==> config.mk <==
export PLATFORM = sky130hd
export DESIGN_NAME = tt_um_l2_onehot_decoder
export DESIGN_NICKNAME = d
export VERILOG_FILES = /design/src/rtl/l2_codec_pkg.sv /design/src/rtl/l2_onehot_dec.sv /design/src/rtl/tt_um_l2_onehot_decoder.sv
export SDC_FILE = /design/constraint.sdc
export NUM_CORES = 1
export LEC_CHECK = 0
export ABC_AREA = 1
export CAP_MARGIN = 30
export CORE_MARGIN = 2
export CORE_UTILIZATION = 45
export CTS_CLUSTER_DIAMETER = 80
export DETAILED_ROUTE_END_ITERATION = 10
export GPL_TIMING_DRIVEN = 1
export PLACE_DENSITY = 0.79
export SYNTH_ARGS = -nofsm -noshare
export SYNTH_HDL_FRONTEND = slang
export SYNTH_SLANG_ARGS = --single-unit
==> constraint.sdc <==
create_clock -name clk -period 3.4 [get_ports clk]
set_clock_uncertainty 0.1 [all_clocks]
set_input_delay 1.02 -clock clk [delete_from_list [all_inputs] [get_ports clk]]
set_output_delay 1.02 -clock clk [all_outputs]
set_load 0.03 [all_outputs]
### Nets reached from selected ports

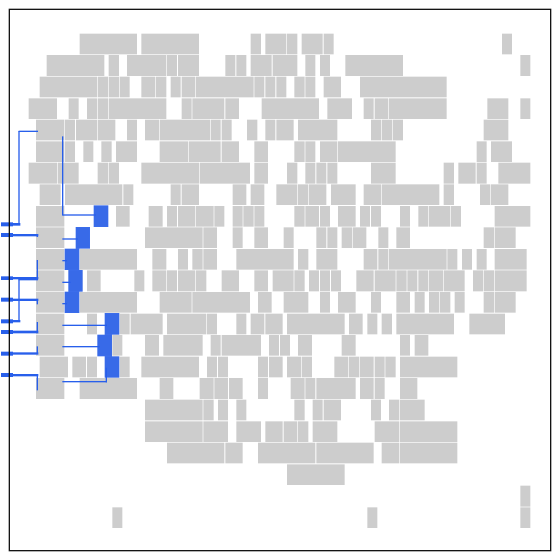
Blue is ui_in, bits 8, direction input, end cells 8, buffers 8, wire 82.7 um.
I/O Buffers: 27
io pins: 43

### Clock wires, drivers and flops

The bar under the picture is 20 um long.
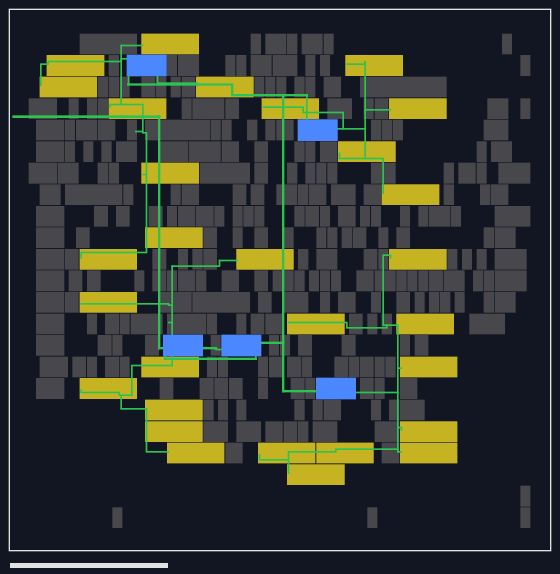
Blue is clock-net drivers, count 5. Yellow is flip-flops, count 29. Green is clock wires, length 402 um.
There are 6 routed clock nets.
clock share of power: 43.4%
clk pwr: 370 uW
clk ins delay skew pair: 0.28 ns

==> run_results.csv <==
group,metric,value,unit
run_status,status,"finished, final reports clean",
routing,drtIter0Drc,127,
finish,comb_area,0.001049,mm2
critical_path,end_kind,"primary output",
synthesis,async_flop_share,0,%
place,hpwl,3041,um
clocking,post_cts_buffers,0,
critical_path,max_stage_delay,0.51,ns
finish,drive_gt1_share,21.85,%
synthesis,ys_warn_count,0,
clocking,clock-root-buffer,"clkbuf_8",
synthesis,netlist.top_cell.by_area,"dfxtp_1",
global_route,grt_max_degree,19,
critical_path,crit_family,"buffers and inverters",
critical_path,crit_cells,5,
min_path,hold_class,"register to register",
power_and_ir_drop,p_leak,0.0009397,uW
power_and_ir_drop,power,853.8,uW
synthesis,topCombFamilyByArea,"simple AND/OR/NAND/NOR gates",
critical_path,cp_slowest_cell,"clkdlybuf4s50_1",
routing,first_pass_iters,4,
critical_path,path_class,"primary input to primary output",
clocking,cts_tree,"done",
floorplanning,rows,23,
flow_run,drv_cap,0,
finish,regArea,580.6,um2
global_route,grt_pass1_vias,1568,
floorplanning,die_x,68.22,um
power_and_ir_drop,peakVddDrop,0.3109,mV
timing,fin_crit_sh,92.08,%
critical_path,path_cells,"clkdlybuf4s50_1, buf_12, inv_1, nor2_1, buf_4",
critical_path,crit_buf_inv,4,
clocking,cts_hold_buf,0,
flow_run,openroad.warnings,29,
synthesis,adder_share,0,%
synthesis,ys_seq_share,31.29,%
floorplanning,chipArea,0.004653,mm2
timing,rsz0062_at_grt,"false",
floorplanning,core,0.003971,mm2
synthesis,ys_chip_area,0.001856,mm2
critical_path,startpoint_type,"primary input",
clocking,cts.reportedPaths.clkPinSlew,0.06,ns
clocking,cts_buffers,5,
critical_path,r2r_cells,4,
critical_path,regToRegSetupSlack,1.71,ns
timing,slew_headroom,55.40,%
critical_path,worstPathMaxFanout,12,
timing,maxSlewViolCount,0,
synthesis,ys_types,29,
finish,nFillCells,400,
synthesis,mux_area_share,0,%
synthesis,ys_sh_xor,0,%
routing,ant_nets,0,
routing,via_per_inst,5.148,
timing,fin_ws,0.2694,ns
synthesis,ff_type,"dfxtp_1",
synthesis,synth.area.top_cells,"dfxtp_1, nand2_1, o21ai_0, inv_1, buf_4",
finish,area_growth,20.30,%
critical_path,cp_data_required_time,2.28,ns
synthesis,synth_area,0.001856,mm2
synthesis,top_cell_area_share,31.29,%
floorplanning,fp_util,46.72,%
global_route,grt_pass1_wl,7058,um
finish,nets,320,
timing,setup_violations,0,
synthesis,ys_sh_aoi,16.99,%
timing,whs,0.3556,ns
finish,final_util,56.21,%
clocking,cts_max_level,2,
floorplanning,die_y,68.22,um
global_route,grt_use_total,20.41,%
synthesis,ys_sh_simple,36.82,%
global_route,gr-total-overflow,0,
place,gp_congestion,0.8556,
synthesis,numSynthFlops,29,
timing,worst_pin_slew,0.6680,ns
place,place_ws,-0.1202,ns
synthesis,synth-edff-count,0,
clocking,cts_max_path_buffers,2,
min_path,hold_path_depth,2,
timing,min_period,3.131,ns
synthesis,netlist_instances,273,
critical_path,worstPathArrival,2.01,ns
timing,timing.fmax,319.4,MHz
clocking,clock-sinks,29,
synthesis,syn_area_per_cell,6.797,um2
routing,wl,4233,um
finish,n_antenna_cell,0,
routing,wl_per_cell,12.03,um
finish,largest_reg_flops,16,
timing,hold_viol,0,
timing,setup_tns,0,ns
global_route,antenna_found_initial,0,
power_and_ir_drop,p_per_area,382.5,mW/mm2
routing,drc,0,
synthesis,yosys_cells,273,
routing,num_vias,1812,
==> through the flow <==
stage | instance area, um2 | instances
2_1_floorplan | 1893 | 283
3_3_place_gp | 2088 | 344
3_5_place_dp | 2088 | 344
4_1_cts | 2220 | 352
5_1_grt | 2232 | 352
6_report | 2232 | 352
==> power breakdown <==
part	switching [uW]	total [uW]	leakage [uW]	internal, uW
registers	10.1	357	0.000235	346
clock network	132	370	0.0000585	239
logic	83.6	127	0.000647	43.2
==> cells in the mapped netlist (4+ instances only) <==
master,count
o21ai_0,20
nand2_1,83
nand3_1,14
inv_1,25
a21oi_1,15
a21oi_2,10
dfxtp_1,29
nor4_1,4
nor2_1,11
o211ai_1,6
inv_2,5
nand2_2,12
buf_4,12
==> timing repair <==
action / 4_1_cts / 5_1_grt
endpoints found under the setup margin: 8 / 8
hold endpoints to repair: 0 / 0
resized: 7 / 4
pin swaps: 0 / 3
==> cells by family after synthesis <==
| family | count (synthesis) |
|---|---|
| AND-OR/OR-AND | 52 |
| buffers and inverters | 51 |
| flip-flops | 29 |
| other | 2 |
| AND/OR/NAND/NOR | 139 |
==> metal layers <==
metal | wire length (um) | vias to the layer above | track usage, %
li1 | - | 904 | -
met2 | 1965 | 68 | 31.31
met1 | 1884 | 835 | 26.59
met5 | 0 | - | 0
met3 | 317 | 5 | 5.757
met4 | 66 | 0 | 9.000
==> cells in the final DEF (no fill, tap or decap), types with 3 or more instances in the layout <==
cell             instances
o211ai_1                 6
buf_6                    4
o21ai_0                 20
inv_1                   23
nand2_4                  3
a21oi_2                 10
nand2_1                 82
dfxtp_1                 29
nand2_2                 13
clkbuf_8                 6
nor2_2                   3
conb_1                  12
nor4_1                   4
buf_4                   11
inv_2                    6
nand3_1                 14
a21oi_1                 15
nor2_1                  11
clkdlybuf4s50_1         13
==> worst reg2reg max path, stage by stage (launching register included) <==
cell and delay, ns:
dfxtp_1 0.37, nor2_1 0.15, nand4_1 0.48, o21ai_0 0.38, a21oi_1 0.08
==> cell type report <==
type                       count  area share, %
clock buffer                   7          3.868
tap                           50          2.803
clock inverter                 1          1.345
multi-input combinational    203          46.97
inverter                      31          5.437
sequential                    29          26.01
timing repair buffer          31          13.57
Power and IR drop assume default switching activity.
